$ cat config.mk
export PLATFORM = sky130hd
export DESIGN_NAME = elevator_scan_ctrl
export DESIGN_NICKNAME = d
export VERILOG_FILES = /design/src/rtl/elevator_scan_ctrl.sv
export SDC_FILE = /design/constraint.sdc
export NUM_CORES = 1
export LEC_CHECK = 0
export CAP_MARGIN = 20
export CORE_MARGIN = 2
export CORE_UTILIZATION = 61
export DETAILED_ROUTE_END_ITERATION = 6
export PLACE_DENSITY = 0.86
export SLEW_MARGIN = 20
export SYNTH_ARGS = -nofsm -noshare
export SYNTH_HDL_FRONTEND = slang
export SYNTH_SLANG_ARGS = --single-unit
$ cat constraint.sdc
create_clock -name clk -period 7.86 [get_ports clk]
set_input_delay 1.179 -clock clk [delete_from_list [all_inputs] [get_ports clk]]
set_output_delay 1.179 -clock clk [all_outputs]
set_load 0.02 [all_outputs]
$ cat src/rtl/elevator_scan_ctrl.sv
// Single-car elevator controller with SCAN scheduling.
// Floor calls are latched into a pending register. The car keeps sweeping in
// its current direction while calls remain ahead of it, and reverses only when
// none are left. Travel time and door dwell are cycle counts. Emergency stop
// freezes motion and timers without losing progress. Door-hold and a re-press
// of the current floor both extend the dwell.
module elevator_scan_ctrl #(
   parameter int FLOORS        = 8,
   parameter int POS_W         = $clog2(FLOORS),
   parameter int TRAVEL_CYCLES = 4,
   parameter int DOOR_CYCLES   = 6,
   parameter int CNT_W         = 8
) (
   input  logic              clk,
   input  logic              rst_n,
   input  logic [FLOORS-1:0] floor_req,
   input  logic              door_hold,
   input  logic              estop,
   output logic [POS_W-1:0]  floor_pos,
   output logic              door_open,
   output logic              moving_up,
   output logic              moving_down,
   output logic [FLOORS-1:0] pending,
   output logic              arrive,
   output logic              idle
);

   typedef enum logic [1:0] {
      ST_IDLE      = 2'd0,
      ST_MOVE_UP   = 2'd1,
      ST_MOVE_DOWN = 2'd2,
      ST_DOOR      = 2'd3
   } state_t;

   localparam logic [CNT_W-1:0] TRAVEL_LAST = CNT_W'(TRAVEL_CYCLES - 1);
   localparam logic [CNT_W-1:0] DOOR_LAST   = CNT_W'(DOOR_CYCLES - 1);
   localparam logic [POS_W-1:0] TOP_POS     = POS_W'(FLOORS - 1);

   state_t            state_r, state_s;
   logic [POS_W-1:0]  pos_r, pos_s;
   logic              dir_up_r, dir_up_s;
   logic [CNT_W-1:0]  tcnt_r, tcnt_s;
   logic [CNT_W-1:0]  dcnt_r, dcnt_s;
   logic              halted_r;
   logic              arrive_r, arrive_s;
   logic [FLOORS-1:0] pending_r, pending_s;
   logic [FLOORS-1:0] clr_s;
   logic              above_s, below_s, here_s, req_here_s;
   logic [POS_W-1:0]  step_pos_s;

   // Status terms derived from the registered pending calls and current floor.
   always_comb begin
      above_s = 1'b0;
      below_s = 1'b0;
      for (int i = 0; i < FLOORS; i++) begin
         if (POS_W'(i) > pos_r) begin
            above_s = above_s | pending_r[i];
         end else if (POS_W'(i) < pos_r) begin
            below_s = below_s | pending_r[i];
         end else begin
            above_s = above_s;
         end
      end
      here_s     = pending_r[pos_r];
      req_here_s = floor_req[pos_r];
      if (state_r == ST_MOVE_UP) begin
         step_pos_s = pos_r + POS_W'(1);
      end else begin
         step_pos_s = pos_r - POS_W'(1);
      end
   end

   // Next-state, position, direction and timer logic; everything holds while halted.
   always_comb begin
      state_s  = state_r;
      pos_s    = pos_r;
      dir_up_s = dir_up_r;
      tcnt_s   = tcnt_r;
      dcnt_s   = dcnt_r;
      arrive_s = 1'b0;
      if (halted_r) begin
         state_s = state_r;
      end else begin
         case (state_r)
            ST_IDLE: begin
               if (here_s) begin
                  state_s = ST_DOOR;
                  dcnt_s  = '0;
               end else if (above_s) begin
                  state_s  = ST_MOVE_UP;
                  dir_up_s = 1'b1;
                  tcnt_s   = '0;
               end else if (below_s) begin
                  state_s  = ST_MOVE_DOWN;
                  dir_up_s = 1'b0;
                  tcnt_s   = '0;
               end else begin
                  state_s = ST_IDLE;
               end
            end
            ST_MOVE_UP, ST_MOVE_DOWN: begin
               if (tcnt_r == TRAVEL_LAST) begin
                  tcnt_s = '0;
                  // Never step past the shaft ends even if pending was corrupted.
                  if ((state_r == ST_MOVE_UP && pos_r == TOP_POS) ||
                      (state_r == ST_MOVE_DOWN && pos_r == '0)) begin
                     state_s = ST_IDLE;
                  end else begin
                     pos_s    = step_pos_s;
                     arrive_s = 1'b1;
                     if (pending_r[step_pos_s]) begin
                        state_s = ST_DOOR;
                        dcnt_s  = '0;
                     end else begin
                        state_s = state_r;
                     end
                  end
               end else begin
                  tcnt_s = tcnt_r + CNT_W'(1);
               end
            end
            ST_DOOR: begin
               if (door_hold || req_here_s) begin
                  dcnt_s = '0;
               end else if (dcnt_r == DOOR_LAST) begin
                  tcnt_s = '0;
                  if (dir_up_r ? above_s : below_s) begin
                     state_s = dir_up_r ? ST_MOVE_UP : ST_MOVE_DOWN;
                  end else if (dir_up_r ? below_s : above_s) begin
                     state_s  = dir_up_r ? ST_MOVE_DOWN : ST_MOVE_UP;
                     dir_up_s = ~dir_up_r;
                  end else begin
                     state_s = ST_IDLE;
                  end
               end else begin
                  dcnt_s = dcnt_r + CNT_W'(1);
               end
            end
            default: begin
               state_s = ST_IDLE;
            end
         endcase
      end
   end

   // Pending calls: capture new requests, clear the served floor (clear wins).
   always_comb begin
      clr_s = '0;
      if (state_r == ST_DOOR || state_s == ST_DOOR) begin
         clr_s[pos_s] = 1'b1;
      end else begin
         clr_s = '0;
      end
      pending_s = (pending_r | floor_req) & ~clr_s;
   end

   // State and datapath registers.
   always_ff @(posedge clk or negedge rst_n) begin
      if (!rst_n) begin
         state_r   <= ST_IDLE;
         pos_r     <= '0;
         dir_up_r  <= 1'b1;
         tcnt_r    <= '0;
         dcnt_r    <= '0;
         halted_r  <= 1'b0;
         arrive_r  <= 1'b0;
         pending_r <= '0;
      end else begin
         state_r   <= state_s;
         pos_r     <= pos_s;
         dir_up_r  <= dir_up_s;
         tcnt_r    <= tcnt_s;
         dcnt_r    <= dcnt_s;
         halted_r  <= estop;
         arrive_r  <= arrive_s;
         pending_r <= pending_s;
      end
   end

   assign floor_pos   = pos_r;
   assign pending     = pending_r;
   assign arrive      = arrive_r;
   assign door_open   = (state_r == ST_DOOR);
   assign moving_up   = (state_r == ST_MOVE_UP) && !halted_r;
   assign moving_down = (state_r == ST_MOVE_DOWN) && !halted_r;
   assign idle        = (state_r == ST_IDLE) && !halted_r;

endmodule

### Met1 routing, run 1

Drawn at 6 px/um. Supply wires on this layer in gray.
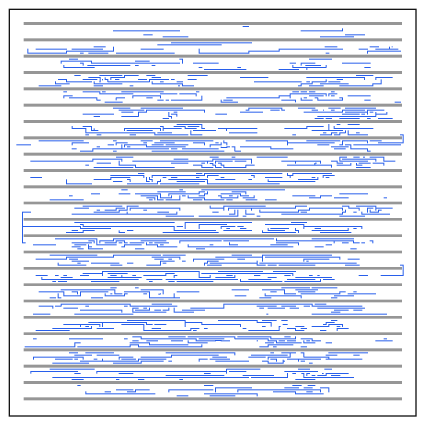
The layer holds 46% of the routed length. 279 nets have wire on it. The longest straight run is 32.7 um. The layer carries 2770 um of wire.
Via Count: 2168
met1 Track Usage GR: 0.396

### Signal wires on met2, run 1

Drawn at 4 px/um.
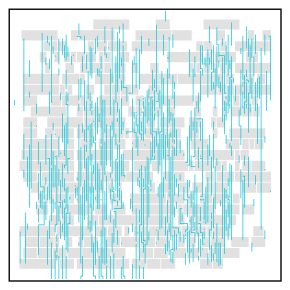
The layer holds 46% of the routed length. 271 nets have wire on it. The wires run mostly vertical. The longest straight run is 45.2 um. The layer carries 2810 um of wire.

### Metal 3, run 1

Drawn at 6 px/um.
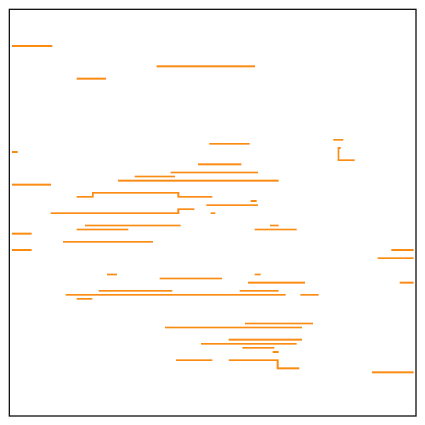
35 nets have wire on it. The longest straight run is 36.3 um. The wires run mostly horizontal. The layer carries 395 um of wire. The layer holds 6.5% of the routed length.
drt total wl: 6.08 mm
met3 usage in global routing: 0.0633

==> results_slide.txt, run 1 <==
Flow Results at a Glance

Cells and area
  – Fillers: 290
  – Finished Cell Area: 2870 um2
  – Non-CTS inverters: 9
  – Clk cell area share: 0.0440
  – Largest class: multi-input combinational cells
  – Non-Clock Buffer Count: 28
  – Inserted Diodes: 0
  – Multi-In Gates: 211

Worst setup path
  – Worst endpoint data arrival time: 3.61 ns
  – Required time of the critical path: 8.00 ns
  – Critical Path Source: floor_pos[0]
  – Setup CP Type: flop to flop
  – Crit path depth: 9
  – CP Max Fanout: 15

Pwr
  – Total power: 974 uW
  – Comb power: 519 uW
  – Net Sw Frac: 0.446
  – Internal Dissipation: 540 uW
  – Combinational power share: 0.533

Logic synthesis
  – Commonest cells post-synth: dfrtp_1 (31), nor2_1 (27), o21ai_0 (26)
  – Net Count, Synth: 285
  – Cell with the most instances after synthesis: dfrtp_1
  – Cell area after synthesis: 2460 um2
  – Ao+oa area frac: 0.220
  – Xor/xnor share: 0.0107
  – Flip-flops with a built-in enable: 0
  – Dominant combinational family: simple AND/OR/NAND/NOR gates
  – Top FF cell, synth: dfrtp_1
  – Post-synth regs: 32
  – Syn Area/Cell: 9.47 um2
  – Area leader, netlist: dfrtp_1
  – YS chip area: 2460 um2

Place
  – Placed cells: 330
  – I/O Buffers: 27
  – DP Area: 2740 um2

Clocking
  – Post-CTS Repair Setup Buffers: 0
  – Clk Tree Root Cell: clkbuf_8
  – Late-Pin Clk Latency: 0.29 ns
  – H-tree levels: 2
  – CTS Buf Count: 5
  – CTS tree: yes
  – Reg clk slew, reported paths: 0.07 ns
  – CTS max path bufs: 2

Min path
  – Worst Hold End: dcnt_r[7]
  – Worst Hold Class: flop to flop

Run status
  – Status: complete, no violations

Route
  – DR pass1 iterations: 5
  – Final ANT Viol Nets: 0
  – Highest Signal Layer: met4
  – DRC Markers: 0

Global routing
  – First-pass GRT wire length: 9.78 mm
  – Initial antenna violation count: 0

Final timing
  – Post-route clock skew: 0.00446 ns
  – Final setup vio count: 0
  – Setup_tns: 0 ns
  – Max Fclk: 0.289 GHz
  – Max-Slew Margin vs Limit: 0.531
  – Final period utilization: 0.440

Floorplanning
  – Die Size: 4560 um2
  – Row cnt: 23
  – Initial Utilization: 0.625
--- run 2 (diff from run 1) ---
CORE_UTILIZATION = 57   (was 61)
PLACE_DENSITY = 0.81   (was 0.86)
clock period = 3.62 ns   (was 7.86 ns; I/O delays follow)
### Signal wires on met2, run 2

Drawn at 4 px/um.
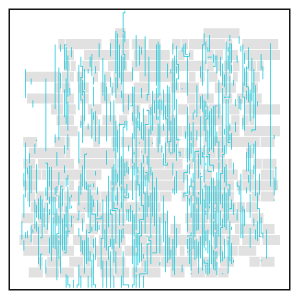
The layer carries 2880 um of wire. 263 nets have wire on it. The layer holds 47% of the routed length. The longest straight run is 35.7 um. The wires run mostly vertical.

### Met1 routing, run 2

Drawn at 6 px/um. Supply wires on this layer in gray.
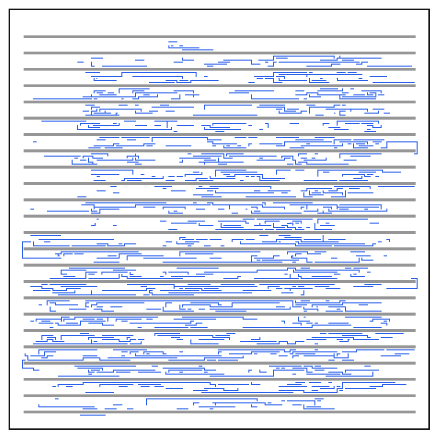
The wires run mostly horizontal. The layer carries 2730 um of wire. The layer holds 45% of the routed length. The longest straight run is 34.5 um. 282 nets have wire on it.
drt total wl: 6.13 mm
Via Count: 2211
met1 Track Usage GR: 0.383

==> results_slide.txt, run 2 <==
Flow Results at a Glance

Worst setup path
  – Worst endpoint data arrival time: 3.43 ns (-0.18 ns)
  – Crit path max-delay family: AND-OR/OR-AND gates
  – Setup CP Type: flop to flop
  – CP Max Fanout: 14 (-1)
  – Crit path depth: 10 (+1)
  – Critical Path Source: floor_pos[0]
  – Crit. End Element: flop
  – Required time of the critical path: 3.77 ns (-4.23 ns)
  – Critical Path, Cell by Cell: buf_4, ha_1, ha_1, nand2_1, o21ai_0, a21boi_0, nor4_1, a21oi_1, nor4b_1, a221oi_1
  – Slowest stage cell, crit path: a21boi_0
  – Reg2Reg Depth: 10

Logic synthesis
  – Area leader, netlist: dfrtp_1
  – Commonest cells post-synth: dfrtp_1 (31), nor2_1 (27), o21ai_0 (26)
  – Flip-flops with a built-in enable: 0 (unchanged)
  – Syn Area/Cell: 9.47 um2 (unchanged)
  – Post-synth regs: 32 (unchanged)
  – Dominant combinational family: simple AND/OR/NAND/NOR gates
  – Synth area leaders: dfrtp_1 (32%), ha_1 (6.6%), o21ai_0 (5.3%)
  – Top FF cell, synth: dfrtp_1
  – Xor/xnor share: 0.0107 (unchanged)
  – Post-synth ARST share: 1.00
  – Synthesized instance count: 260
  – Net Count, Synth: 285 (unchanged)
  – Mux share: 0.0762
  – Ao+oa area frac: 0.220 (unchanged)
  – Cell area after synthesis: 2460 um2 (unchanged)
  – YS chip area: 2460 um2 (unchanged)
  – Cell with the most instances after synthesis: dfrtp_1

Global routing
  – Initial antenna violation count: 0 (unchanged)
  – Met3 usage in global routing: 0.0581 (-0.00519)
  – First-pass GRT wire length: 10.8 mm (+11%)

Clocking
  – Reg clk slew, reported paths: 0.07 ns (about the same)
  – Cts repair resizes: 0
  – Late-Pin Clk Latency: 0.28 ns (about the same)
  – CTS Buf Count: 5 (unchanged)
  – Post-CTS Repair Setup Buffers: 0 (unchanged)
  – H-tree levels: 2 (unchanged)
  – CTS max path bufs: 2 (unchanged)
  – CTS tree: yes
  – Clk Tree Root Cell: clkbuf_8
  – Hold Buf Count CTS: 0

Min path
  – Worst Hold End: dcnt_r[7]
  – Worst Hold Class: flop to flop

Place
  – I/O Buffers: 27 (unchanged)
  – GPL Wtd Cong: 0.946
  – DP Area: 2780 um2 (+1.4%)
  – Placed cells: 335 (+1.5%)

Route
  – Final ANT Viol Nets: 0 (unchanged)
  – Highest Signal Layer: met4
  – WL met1: 2.73 mm
  – DRC Markers: 0 (unchanged)
  – DR pass1 iterations: 4 (-1)
  – Met3 wire length: 445 um

Cells and area
  – Finished Cell Area: 2880 um2 (+0.26%)
  – Largest class: multi-input combinational cells
  – Nets: 317
  – Non-CTS inverters: 9 (unchanged)
  – Non-Clock Buffer Count: 33 (+18%)
  – Top Layout Cells: dfrtp_1 (31), nor2_1 (27), clkdlybuf4s50_1 (27)
  – Multi-In Gates: 211 (unchanged)
  – Layout Cells excl Fill: 342
  – Inserted Diodes: 0 (unchanged)
  – Fillers: 336 (+16%)
  – Share of cells above drive strength 1: 0.147
  – Clk cell area share: 0.0335 (-0.0105)
  – Reg area: 802 um2

Run status
  – Status: complete, no violations

Final timing
  – Hold Violations, Final: 0
  – Max-Slew Margin vs Limit: 0.460 (-0.0714)
  – Final Max Slew Viols: 0
  – Final period utilization: 0.907 (+0.467)
  – Setup_tns: 0 ns (unchanged)
  – Post-route clock skew: 0.00480 ns (+0.000335 ns)
  – RSZ-0062 raised after global routing: false
  – Max Fclk: 0.305 GHz (+5.4%)
  – Final setup vio count: 0 (unchanged)

Pwr
  – Sequential power share: 0.274
  – Internal Dissipation: 1130 uW (+110%)
  – Comb power: 1210 uW (+130%)
  – Combinational power share: 0.582 (+0.049)
  – Net Sw Frac: 0.459 (+0.0127)
  – Total power: 2080 uW (+110%)
  – Sequential Power: 572 uW

Run
  – Max-Cap Viols: 0

Floorplanning
  – Initial Utilization: 0.603 (-0.0220)
  – Die Size: 4860 um2 (+6.6%)
### Cell outlines without signal wires, run 2

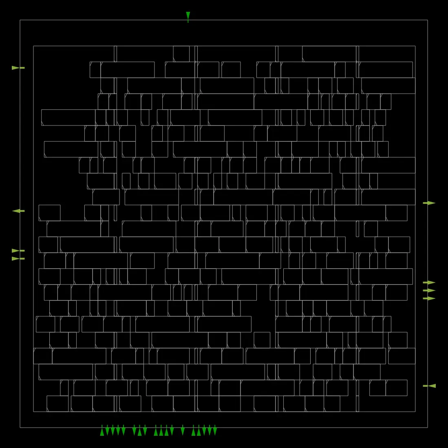
Final Util: 0.704
core area: 4090 um2
row cnt: 23
sequential fraction of total cell area: 0.279

--- run 3 (diff from run 2) ---
ABC_AREA = 1   (was unset)
### Met4 routing, run 3

Drawn at 6 px/um. Supply wires on this layer in gray.
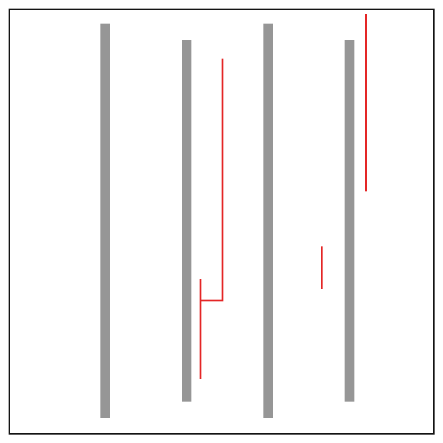
3 nets have wire on it. The layer holds 1.7% of the routed length. The wires run mostly vertical.

### Metal 3, run 3

Drawn at 6 px/um.
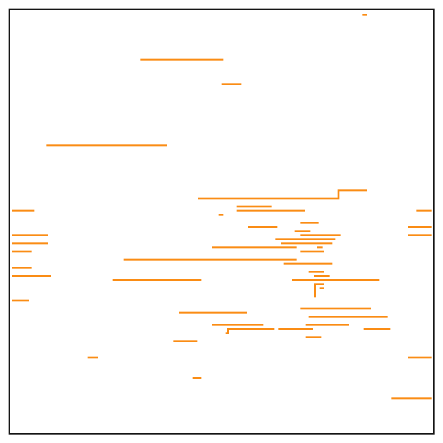
The layer holds 5.8% of the routed length. The wires run mostly horizontal.
drt total wl: 5.77 mm
met3 usage in global routing: 0.0390
Via Count: 2444

==> results_slide.txt, run 3 <==
Flow Results at a Glance

Clocking
  – Late-Pin Clk Latency: 0.29 ns (about the same)
  – CTS tree: yes
  – Hold Buf Count CTS: 0 (unchanged)
  – CTS Buf Count: 5 (unchanged)
  – Post-CTS Repair Setup Buffers: 0 (unchanged)
  – Clk Tree Root Cell: clkbuf_8
  – Cts repair resizes: 0 (unchanged)
  – H-tree levels: 2 (unchanged)
  – Reg clk slew, reported paths: 0.07 ns (about the same)
  – CTS sink cnt: 32
  – CTS max path bufs: 2 (unchanged)

Min path
  – Min-delay src: dir_up_r
  – Worst Hold End: dir_up_r
  – Worst Hold Class: flop to flop
  – Hold path depth: 2

Pwr
  – Main power group: combinational logic
  – Clk pwr share: 0.130
  – Internal Dissipation: 1120 uW (-0.26%)
  – Sequential Power: 573 uW (about the same)
  – Sequential power share: 0.241 (-0.033)
  – Switch Pwr: 1250 uW
  – Combinational power share: 0.629 (+0.047)
  – Power Clock: 308 uW
  – Total power: 2380 uW (+14%)
  – Net Sw Frac: 0.527 (+0.0677)
  – Comb power: 1490 uW (+23%)
  – Leakage: 0.00144 uW
  – Worst VDD drop: 0.000427 V
  – Power Density: 810 nW/um2

Worst setup path
  – Required time of the critical path: 3.08 ns (-0.69 ns)
  – CP Max Fanout: 5 (-9)
  – Critical Path, Cell by Cell: inv_1, ha_1, inv_1, nor2_1, clkdlybuf4s50_1
  – Crit-path most repeated cell: inv_1
  – R2r setup slk: 1.19 ns
  – Reg2reg start: floor_pos[1]
  – Crit path depth: 5 (-5)
  – Reg-to-Reg End: pending[6]
  – Startpoint types: flop
  – Setup CP Type: flop to primary output
  – Buf+Inv Stages, Crit Path: 3
  – Critical Path Source: state_r[1]
  – Crit. End Element: primary output
  – Crit path capture: idle
  – Worst endpoint data arrival time: 1.90 ns (-1.53 ns)
  – Reg2Reg Depth: 19 (+9)
  – Slowest stage cell, crit path: clkdlybuf4s50_1
  – Critical path's largest stage delay: 0.62 ns
  – Crit path max-delay family: buffers and inverters

Logic synthesis
  – Mux share: 0.00397 (-0.0722)
  – Ys Warns: 0
  – Dominant combinational family: simple AND/OR/NAND/NOR gates
  – Distinct cell type count after synthesis: 39
  – Post-synth ARST share: 1.00 (unchanged)
  – Post-synth regs: 32 (unchanged)
  – Area leader, netlist: dfrtp_1
  – Xor/xnor share: 0.0273 (+0.0166)
  – Seq/Total Area, Yosys: 0.318
  – Flip-flops with a built-in enable: 0 (unchanged)
  – Top-area cell share: 0.308
  – # Cells Yosys: 370
  – Syn Area/Cell: 6.81 um2 (-28%)
  – Ao+oa area frac: 0.107 (-0.112)
  – Net Count, Synth: 395 (+39%)
  – Commonest cells post-synth: nand2_1 (106), inv_1 (50), nor2_1 (46)
  – Cell with the most instances after synthesis: nand2_1
  – YS chip area: 2520 um2 (+2.4%)
  – Cell area after synthesis: 2520 um2 (+2.4%)
  – Synthesized instance count: 370 (+42%)
  – Adder share: 0.0645
  – Top FF cell, synth: dfrtp_1
  – Synth area leaders: dfrtp_1 (31%), nand2_1 (16%), inv_1 (7.4%)

Global routing
  – Vias in the first global route: 2112
  – Largest net degree at the start of global routing: 33
  – First-pass GRT wire length: 9.78 mm (-9.6%)
  – Global route hottest layer: met2
  – Total GRT Usage: 0.248
  – Initial antenna violation count: 0 (unchanged)
  – Met1 Track Usage GR: 0.351 (-0.0323)
  – GR Overflow Total: 0

Place
  – I/O Buffers: 27 (unchanged)
  – Place WS: 1.24 ns
  – DP Area: 2830 um2 (+1.9%)
  – DP Wirelength: 4.45 mm
  – GPL Wtd Cong: 0.910 (-3.8%)
  – Placed cells: 446 (+33%)

Final timing
  – RSZ-0062 raised after global routing: false
  – Setup_tns: 0 ns (unchanged)
  – Final Max Slew Viols: 0 (unchanged)
  – Final worst slack: 1.18 ns
  – Final period utilization: 0.674 (-0.233)
  – Max-Slew Margin vs Limit: 0.604 (+0.144)
  – Post-route clock skew: 0.00711 ns (+0.00232 ns)
  – Final setup vio count: 0 (unchanged)
  – Minimum hold slack: 0.494 ns
  – Hold Violations, Final: 0 (unchanged)
  – Tmin final: 2.44 ns
  – Max Fclk: 0.410 GHz (+35%)
  – Least-Margin Pin Slew: 0.592 ns

Cells and area
  – Final Util: 0.683 (-0.0210)
  – Most numerous logic cell after layout: nand2_1
  – Buffering overhead: 0.0972
  – Logic area: 1460 um2
  – Share of cells above drive strength 1: 0.117 (-0.0303)
  – Nets: 426 (+34%)
  – Non-Clock Buffer Count: 29 (-12%)
  – Top Layout Cells: nand2_1 (106), inv_1 (50), nor2_1 (46)
  – Inserted Diodes: 0 (unchanged)
  – Layout Cells excl Fill: 454 (+33%)
  – Non-CTS inverters: 57 (+48)
  – Clk cell area share: 0.0341 (+0.000637)
  – Number of clock buffers in the layout: 8
  – Multi-In Gates: 276 (+31%)
  – Finished Cell Area: 2930 um2 (+2.0%)
  – Largest class: multi-input combinational cells
  – Area growth from synthesis to layout: 16.4%
  – Reg area: 802 um2 (unchanged)

Floorplanning
  – Initial Utilization: 0.587 (-0.0155)
  – Die Ht: 70.5 um
  – Die Size: 4970 um2 (+2.2%)
  – Tap cells: 52
  – Row cnt: 24 (+4.3%)
  – Die X-Extent: 70.5 um
  – Core area: 4290 um2 (+5.1%)
  – I/O Pins: 28

Run
  – Max-Cap Viols: 0 (unchanged)
  – Tool warnings: 34

Route
  – Final ANT Viol Nets: 0 (unchanged)
  – Met2 wire length: 2.66 mm
  – DR WL/cell: 12.7 um
  – Highest Signal Layer: met4
  – DR pass1 iterations: 5 (+1)
  – DRC Markers: 0 (unchanged)
  – WL met1: 2.68 mm (-1.8%)
  – Met3 wire length: 334 um (-25%)
  – Iteration-0 DRC Markers: 205
  – Via density: 5.38

Run status
  – Status: complete, no violations
### Cell outlines without signal wires, run 3

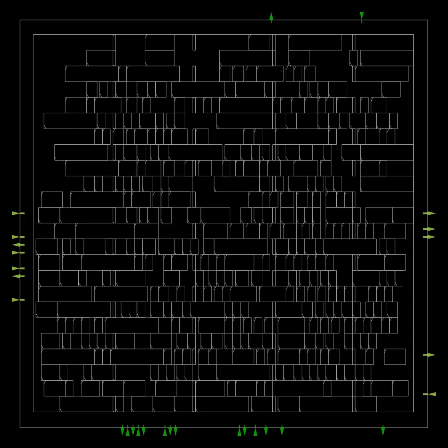
registers: 32
sequential fraction of total cell area: 0.273
fillers: 380

Power is estimated from default activity; no workload was simulated.
